[src/rtl/seatbelt_reminder.sv]
// Multi-seat seatbelt reminder. It debounces the buckle and occupancy sensors for each seat and runs
// an OFF/IDLE/WARN/BLINK sequence that drives the dash lamp, the chime and per-seat unbuckled flags.
module seatbelt_reminder #(
  parameter int N_SEATS    = 4,
  parameter int DEBOUNCE   = 4,
  parameter int WARN_CYC   = 16,
  parameter int BLINK_HALF = 8
) (
  input  logic               clk,
  input  logic               reset,
  input  logic               ign,
  input  logic [N_SEATS-1:0] buckled,
  input  logic [N_SEATS-1:0] occupied,
  output logic               sbl,
  output logic               chime,
  output logic [N_SEATS-1:0] unbuckled
);

  localparam int NF  = 2 * N_SEATS;
  localparam int DBW = $clog2(DEBOUNCE + 1);
  localparam int WTW = $clog2(WARN_CYC + 1);
  localparam int BTW = $clog2(BLINK_HALF + 1);

  localparam logic [DBW-1:0] DB_LAST    = DBW'(DEBOUNCE - 1);
  localparam logic [WTW-1:0] WARN_LAST  = WTW'(WARN_CYC - 1);
  localparam logic [BTW-1:0] BLINK_LAST = BTW'(BLINK_HALF - 1);

  typedef enum logic [1:0] {
    S_OFF   = 2'd0,
    S_IDLE  = 2'd1,
    S_WARN  = 2'd2,
    S_BLINK = 2'd3
  } state_e;

  state_e             state_q;
  logic [WTW-1:0]     wtmr_q;
  logic [BTW-1:0]     btmr_q;
  logic               phase_q;
  logic [N_SEATS-1:0] prev_viol_q;

  // Filter bank. The low half holds the buckle bits and the high half holds the occupancy bits.
  logic [NF-1:0]  raw;
  logic [NF-1:0]  filt_q;
  logic [NF-1:0]  filt_d;
  logic [DBW-1:0] cnt_q [NF];
  logic [DBW-1:0] cnt_d [NF];

  logic [N_SEATS-1:0] bkl_f;
  logic [N_SEATS-1:0] occ_f;
  logic [N_SEATS-1:0] v;
  logic               viol;
  logic               newv;

  // The driver seat is always treated as occupied, so its occupancy input is forced high.
  assign raw = {occupied | N_SEATS'(1), buckled};

  // NOTE: every always_comb output is given a default before any branch, so no latch can be inferred.
  always_comb begin
    filt_d = filt_q;
    for (int i = 0; i < NF; i++) begin
      cnt_d[i] = '0;
      if (raw[i] != filt_q[i]) begin
        if (cnt_q[i] == DB_LAST) begin
          filt_d[i] = raw[i];
        end else begin
          cnt_d[i] = cnt_q[i] + DBW'(1);
        end
      end
    end
  end

  assign bkl_f = filt_q[N_SEATS-1:0];
  assign occ_f = filt_q[NF-1:N_SEATS];
  assign v     = ~bkl_f & (occ_f | N_SEATS'(1));
  assign viol  = |v;
  assign newv  = |(v & ~prev_viol_q);

  // NOTE: sequential state uses non-blocking assignment only, so every register samples pre-edge values.
  always_ff @(posedge clk or posedge reset) begin
    if (reset) begin
      state_q     <= S_OFF;
      wtmr_q      <= '0;
      btmr_q      <= '0;
      phase_q     <= 1'b0;
      prev_viol_q <= '0;
      filt_q      <= '0;
      // NOTE: the debounce counters are flops rather than RAM, so they are cleared on reset.
      for (int i = 0; i < NF; i++) begin
        cnt_q[i] <= '0;
      end
    end else begin
      filt_q <= filt_d;
      for (int i = 0; i < NF; i++) begin
        cnt_q[i] <= cnt_d[i];
      end
      // The next state is OFF exactly when ign is low, so the violation history is cleared there.
      prev_viol_q <= ign ? v : '0;

      if (!ign) begin
        state_q <= S_OFF;
      end else begin
        case (state_q)
          S_OFF: state_q <= S_IDLE;
          S_IDLE: begin
            if (viol) begin
              state_q <= S_WARN;
              wtmr_q  <= WARN_LAST;
            end
          end
          S_WARN: begin
            if (!viol) begin
              state_q <= S_IDLE;
            end else if (newv) begin
              wtmr_q <= WARN_LAST;
            end else if (wtmr_q == '0) begin
              state_q <= S_BLINK;
              phase_q <= 1'b1;
              btmr_q  <= BLINK_LAST;
            end else begin
              wtmr_q <= wtmr_q - WTW'(1);
            end
          end
          S_BLINK: begin
            if (!viol) begin
              state_q <= S_IDLE;
            end else if (newv) begin
              state_q <= S_WARN;
              wtmr_q  <= WARN_LAST;
            end else if (btmr_q == '0) begin
              phase_q <= ~phase_q;
              btmr_q  <= BLINK_LAST;
            end else begin
              btmr_q <= btmr_q - BTW'(1);
            end
          end
          default: state_q <= S_OFF;
        endcase
      end
    end
  end

  // The outputs decode only registered state, so asserting reset clears them at once.
  assign sbl       = (state_q == S_WARN) | ((state_q == S_BLINK) & phase_q);
  assign chime     = (state_q == S_WARN);
  assign unbuckled = (state_q != S_OFF) ? v : '0;

endmodule
[config.mk]
export PLATFORM = sky130hd
export DESIGN_NAME = seatbelt_reminder
export DESIGN_NICKNAME = d
export VERILOG_FILES = /design/src/rtl/seatbelt_reminder.sv
export SDC_FILE = /design/constraint.sdc
export NUM_CORES = 1
export LEC_CHECK = 0
export CAP_MARGIN = 20
export CORE_MARGIN = 5
export CORE_UTILIZATION = 55
export CTS_CLUSTER_SIZE = 30
export DETAILED_ROUTE_END_ITERATION = 10
export MAX_ROUTING_LAYER = met4
export PLACE_DENSITY = 0.83
export SYNTH_ARGS = -nofsm -noshare
export SYNTH_HDL_FRONTEND = slang
export SYNTH_SLANG_ARGS = --single-unit
[constraint.sdc]
create_clock -name clk -period 2.6 [get_ports clk]
set_input_delay 0.65 -clock clk [delete_from_list [all_inputs] [get_ports clk]]
set_output_delay 0.65 -clock clk [all_outputs]
set_load 0.05 [all_outputs]
==> Changelog: implementation, run 1 <==
## Flow update

- First drt pass iteration count: 4
- Ports: 17
- Worst relative slew slack: 0.6478
- Post-Layout Cell Count: between 200 and 250
- Met3 Track Usage GR: 0.04119
- OpenROAD warnings: 27
- Total clock buffers created by CTS: 5
- Placed cells: 239
- Remaining routing DRC violations: 0
- Initial antenna violation count: 0
- Hold Buf Count CTS: 0
- Routability congestion estimate: approximately 0.88
- Overflow after GRT: 0
- Outcome: finished clean
- Setup-violating endpoint count in the final report: 0
- # Max-Cap Violations: 0
- Uppermost signal routing layer after detailed routing: met4
- Most crowded layer after global routing: met2
- Commonest flop: dfrtp_1
- Logic cell area: around 890 µm²
- Final number of max-transition violations: 0
- Leakage power figure: ~1.1 nW
- Number of cell instances after yosys synthesis: 175
- Library cell with the largest summed area after synthesis: dfrtp_1
- Worst Setup Start Kind: flop
- Post-CTS Setup Inserts: 0
- Setup TNS Final: 0 ns
- Unrepaired setup endpoints after global routing: no
- Final setup slack of the worst path: ~0.099 ns
- CTS tree: done
- Final worst clock skew: around 0.0061 ns
- Design Power: ~0.0026 W
- Yosys chip area: between 0.002 and 0.0025 mm²
- Vias in the first global route: roughly 1500
- Path type of the worst min-delay path: reg -> reg
- Endpoint arrival time on the critical path: 1.85 ns
- Antenna diodes: 0
-- run 1: worst max-delay path, delay by kind of cell (launching register included) --
kind                   cells  cell delay [ns]
buffers and inverters      1             0.80
AND/OR/NAND/NOR            2             0.22
flip-flops                 1             0.53
-- run 1: sequential cells by signal, indices dropped and copies added (netlist names) --
signal       cells
prev_viol_q      4
state_q          2
filt_q           7
wtmr_q           5
btmr_q           4
cnt_q           21
phase_q          1
-- run 1: path summary, 6_finish.rpt --
check	start	end	slack, ns	cells after the start
max	state_q[1]	unbuckled[0]	0.1	3
min	cnt_q[0]	cnt_q[0]	0.44	1
min reg2reg	cnt_q[0]	cnt_q[0]	0.44	1
min in group asynchronous	reset	btmr_q[2]	0.81	3
max in group asynchronous	reset	cnt_q[1]	1.44	3
max reg2reg	wtmr_q[0]	btmr_q[2]	0.52	8
-- run 1: logic make-up after synthesis --
logic type	after synthesis	share of synthesized area
compound gates	22	0.09689
xor+xnor	7	0.03004
fa+ha+maj	9	0.05518
buf+inv	12	0.02391
flops	44	0.5395
mux	7	0.03863
simple gates	74	0.2158
-- run 1: synth_stat cells, types with 3 or more instances --
cell / count
o22a_1: 3
nor2b_1: 14
mux2_2: 7
nor3b_1: 14
nor2_1: 10
inv_1: 10
and2_1: 4
xnor2_1: 7
dfrtp_1: 44
nor3_1: 10
o21a_1: 4
nand2_1: 13
ha_1: 9
-- run 1: cell type report --
class	count	share of cell area
flip-flops and latches	44	0.4617
multi-input cells	119	0.3746
repair buffers	18	0.06978
clock buffers	7	0.04040
well taps	48	0.02518
inverters	10	0.01574
clock inverters	1	0.01259
-- run 1: where the power goes --
part | switching [W] | internal [W]
clock | 0.000218 | 0.000339
sequential | 0.000172 | 0.000885
combinational | 0.000546 | 0.000455
total | 0.000935 | 0.00168
Figure 1. Pin placement (run 1).
Scale bar: 20 µm. Pins as bars across the die edge, other pins in grey.
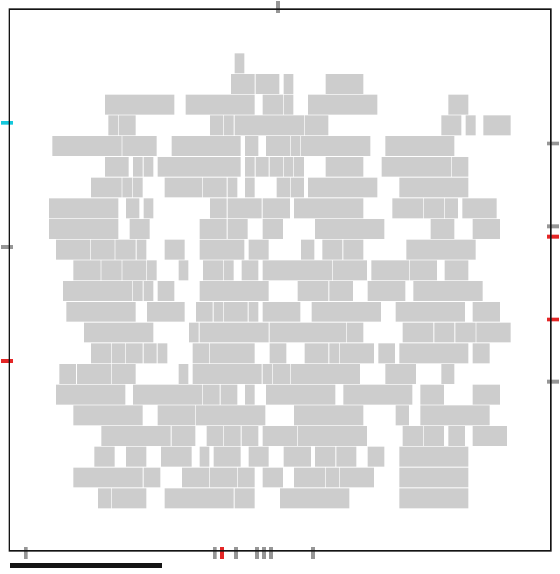
| port | colour | pins | direction | edge |
|---|---|---|---|---|
| `buckled` | red | 4 | input | 2 right, 1 left, 1 bottom |
| `clk` | cyan | 1 | input | left |
all pins by edge: 8 bottom, 5 right, 3 left, 1 top
count of port buffers added during placement: 15
width of the die: 70.91 µm
vertical die size: 70.91 µm

Figure 2. Placed standard cells (run 1).
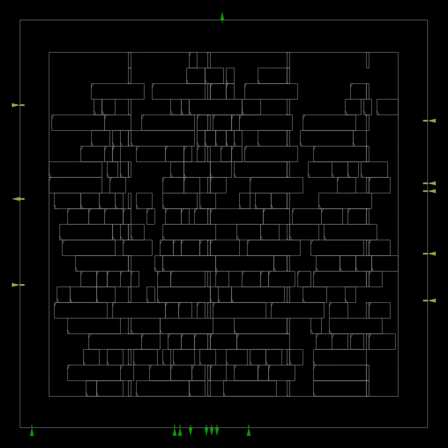
Seq area share: 0.4617
floorplan row count: 22
floorplan core area: 0.003633 mm²
num sequential: 44

Figure 3. Placement density heat map (run 1).
The die is cut into 7 by 7 equal tiles; white is low, dark blue is high, 0 to 100% covered.
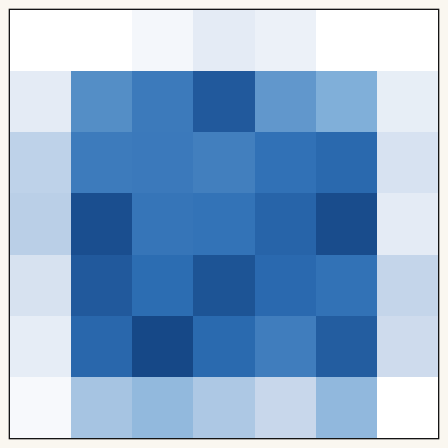
mean over tiles: 46%
fullest tile: 90%
nearly empty tiles: 10%
FP Util: 0.5616
Final Core Density: 0.6563

==> run 2, diff against run 1 <==
--- a/config.mk
+++ b/config.mk
@@ -6,6 +6,7 @@
 export NUM_CORES = 1
 export LEC_CHECK = 0
 export CAP_MARGIN = 20
+export CORE_ASPECT_RATIO = 1.4
 export CORE_MARGIN = 5
 export CORE_UTILIZATION = 55
 export CTS_CLUSTER_SIZE = 30
Figure 4. Placement density heat map (run 2).
The die is cut into 6 by 8 equal tiles; white is low, dark blue is high, 0 to 100% covered.
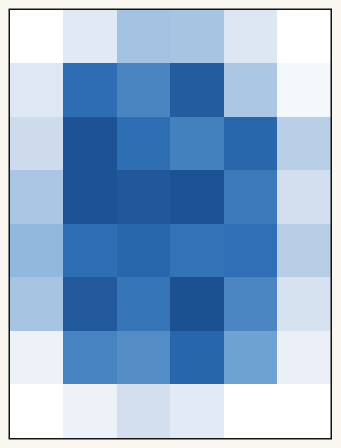
mean over tiles: 45%
densest ninth of the die: middle
tiles over 75% full: 23%
FP Util: 0.5651
floorplan core area: 0.003611 mm²

==> Changelog: implementation, run 2 <==
## Flow update

- Count of port buffers added during placement: 15
- Number of cell instances after yosys synthesis: between 150 and 200
- OpenROAD warnings: 27
- Worst flop-to-flop path endpoint: btmr_q[2]
- Most crowded layer after global routing: met2
- Count of cell instances traversed by the critical path: 8
- Gate family responsible for the most delay along the worst path: simple AND/OR/NAND/NOR gates
- Setup slack of the most critical reg-to-reg path: around 0.35 ns
- Final worst clock skew: about 0.0028 ns
- Library cell with the largest summed area after synthesis: dfrtp_1
- Commonest flop: dfrtp_1
- Outcome: finished clean
- Width of the die: roughly 61 µm
- Capture point of the worst path: btmr_q[2]
- Overflow after GRT: 0
- Buffering stage count on the worst path with inverters included: 2
- Sw frac: 0.3792
- Post-Layout Cell Count: 240
- Yosys chip area: slightly above 0.002 mm²
- Switching power: ~0.00093 W
- Routability congestion estimate: between 0.8 and 0.9
- Final number of max-transition violations: 0
- Depth of the worst hold-timing path: 1
- Setup-violating endpoint count in the final report: 0
- Register with the most flip-flops: cnt_q
- Antenna diodes: 0
- Largest registers: cnt_q x21, filt_q x7, wtmr_q x5
- Pwr top: sequential cells
- Most numerous cell types in the synthesized netlist: dfrtp_1, nor2b_1, nor3b_1
- Power Combinational: around 0.0010 W
- Power attributed to sequential cells: roughly 0.0011 W
## run 2: cell counts after synthesis
No cell type changed its count.
## run 2: layer usage
metal  wire length (µm)  part of all wire
met5                  0                 0
met4                104             0.030
met3                122             0.036
met2               1811              0.53
met1               1380              0.40
## run 2: worst reg2reg max path: stages (launching register included)
cell      delay, ns
dfrtp_1        0.41
inv_1          0.07
ha_1           0.22
nor4b_1        0.49
nor2_1         0.11
nor4bb_1       0.31
buf_4          0.21
nand3_2        0.10
o22a_1         0.23
## run 2: through the flow
stage | area [µm²] | worst slack (ns) | hold slack, ns | power, W | utilization
3_3_place_gp | 2247 | 0.3044 | 0.4280 | 0.002010 | 0.6223
6_report | 2332 | 0.3466 | 0.4502 | 0.002455 | 0.6459
4_1_cts | 2325 | 0.02380 | 0.4509 | 0.002491 | 0.6438
2_1_floorplan | 2041 | 0.2059 | 0.4192 | 0.001822 | -
5_1_grt | 2332 | 0.1571 | 0.4688 | 0.002649 | 0.6459
3_5_place_dp | 2247 | 0.2873 | 0.4332 | 0.002088 | 0.6223
## run 2: area by class of cell
| class | instances | area, µm² | share of cell area |
|---|---|---|---|
| clock inverter | 1 | 5.005 | 0.002146 |
| sequential | 44 | 1101 | 0.4721 |
| timing repair buffer | 18 | 172.7 | 0.07403 |
| multi-input combinational | 119 | 890.9 | 0.3820 |
| inverter | 10 | 37.54 | 0.01609 |
| clock buffer | 6 | 72.57 | 0.03112 |
| tap | 42 | 52.55 | 0.02253 |
## run 2: logic make-up after synthesis
group,Yosys count,synth area share
compound gates,22,0.09689
xor+xnor,7,0.03004
fa+ha+maj,9,0.05518
buf+inv,12,0.02391
flops,44,0.5395
mux,7,0.03863
simple gates,74,0.2158
## run 2: what timing repair did
action	4_1_cts	5_1_grt
gates resized	0	3
hold buffers	0	0
endpoints found under the setup margin	0	3
==> run 3, diff against run 2 <==
--- a/config.mk
+++ b/config.mk
@@ -8,11 +8,11 @@
 export CAP_MARGIN = 20
 export CORE_ASPECT_RATIO = 1.4
 export CORE_MARGIN = 5
-export CORE_UTILIZATION = 55
+export CORE_UTILIZATION = 57
 export CTS_CLUSTER_SIZE = 30
 export DETAILED_ROUTE_END_ITERATION = 10
 export MAX_ROUTING_LAYER = met4
-export PLACE_DENSITY = 0.83
+export PLACE_DENSITY = 0.86
 export SYNTH_ARGS = -nofsm -noshare
 export SYNTH_HDL_FRONTEND = slang
 export SYNTH_SLANG_ARGS = --single-unit
Figure 5. A small window of the routed layout (run 3).
Region (35, 51) to (55, 71) µm. Cells in grey, sequential cells in the stronger grey; small squares are vias.
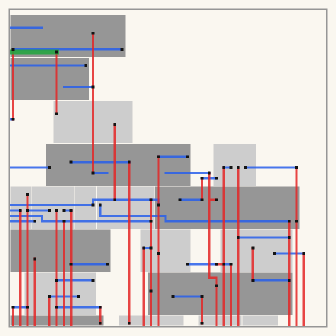
| layer | colour |
|---|---|
| metal 2 | red |
| metal 3 | green |
| metal 1 | blue |
most frequent: dfrtp_1 (6), nor3b_1 (2), ha_1 (2)
cells with their middle in the window: 14
sequential cells in the window: 6
netlist names of flops here include: `cnt_q` (3)

==> Changelog: implementation, run 3 <==
## Flow update

- Comb area leader: simple AND/OR/NAND/NOR gates
- Worst flop-to-flop path endpoint: btmr_q[2]
- Outcome: finished clean
- Area occupied by registers: around 0.0011 mm²
- Combinational share of power: 0.424
- Switching power: between 0.0009 and 0.001 W
- Yosys chip area: ~0.0020 mm²
- Sw frac: 0.3810
- Final worst clock skew: ~0.0048 ns
- Most numerous cell types in the synthesized netlist: dfrtp_1, nor2b_1, nor3b_1
- Setup slack of the most critical reg-to-reg path: about 0.43 ns
- Worst relative slew slack: 0.6449
- Endpoint of the worst hold path: cnt_q[0]
- # Max-Cap Violations: 0
- Post-CTS Setup Inserts: 0
- Register with the most flip-flops: cnt_q
- Final Instance Area: 0.002337 mm²
- Count of port buffers added during placement: 15
- Depth of the worst hold-timing path: 1
- Commonest flop: dfrtp_1
- Power attributed to sequential cells: between 0.001 and 0.0015 W
- Design internal power: between 0.0015 and 0.002 W
- Buffering stage count on the worst path with inverters included: 1
- CTS tree: done
- Floorplan core area: 0.003410 mm²
- First drt pass iteration count: 4
- Sequential share of power: 0.418
- Share of total power in the clock network: 0.158
- Mux share of post-synthesis cell area: 0.03863
- Unrepaired setup endpoints after global routing: no
- Setup TNS Final: 0 ns
- Setup-violating endpoint count in the final report: 0
- Overflow after GRT: 0
- Worst Setup Start Kind: flop
- Gate family responsible for the most delay along the worst path: buffers and inverters
[run 3: cell types whose count changed in the layout (fill, tap and decap cells not counted)]
cell	before	now
clkdlybuf4s50_1	9	10
buf_4	6	9
dlymetal6s2s_1	3	1
[run 3: logic make-up after synthesis]
group                      after synthesis
xor gates and xnor gates                 7
AOI/OAI and AO/OA                       22
adders and majority gates                9
DFF                                     44
and+or+nand+nor                         74
buffers and inverters                   12
muxes                                    7
[run 3: metrics by stage]
step                      setup WS, ns  total power [W]  cells  hold slack (ns)    util
after floorplan                 0.2059         0.001822    175           0.4192       -
after global placement          0.2898         0.002030    233           0.4286  0.6620
after detailed placement        0.2354         0.002133    233           0.4386  0.6620
after CTS                      0.06844         0.002531    240           0.4490  0.6848
after global routing           0.01425         0.002701    240           0.4675  0.6855
final                           0.1214         0.002500    240           0.4441  0.6855
[run 3: per-layer routing]
| metal | part of all wire | GRT usage |
|---|---|---|
| met1 | 0.38 | 0.1994 |
| met2 | 0.55 | 0.2987 |
| met3 | 0.043 | 0.05246 |
| met4 | 0.030 | 0.09978 |
| met5 | 0 | - |
[run 3: repair_timing]
item	4_1_cts	5_1_grt
hold endpoints to repair	0	0
gates resized	0	1
endpoints found under the setup margin	0	1
[run 3: how the worst max path moves through the flow]
stage / endpoint / slack (ns) / cells past startpoint
detailed placement: btmr_q[2] / 0.24 / 6
global placement: btmr_q[2] / 0.29 / 6
global route: unbuckled[0] / 0.01 / 3
floorplan: sbl / 0.21 / 2
finish: unbuckled[0] / 0.12 / 3
CTS: chime / 0.07 / 3
[run 3: layout make-up]
class / instances / share of cell area
clock buffers: 6 / 0.03105
flip-flops and latches: 44 / 0.4711
inverters: 10 / 0.01606
clock inverters: 1 / 0.002141
well taps: 40 / 0.02141
repair buffers: 20 / 0.07709
multi-input cells: 119 / 0.3812
Power figures rest on the tool's default switching activity, not on a simulated workload.
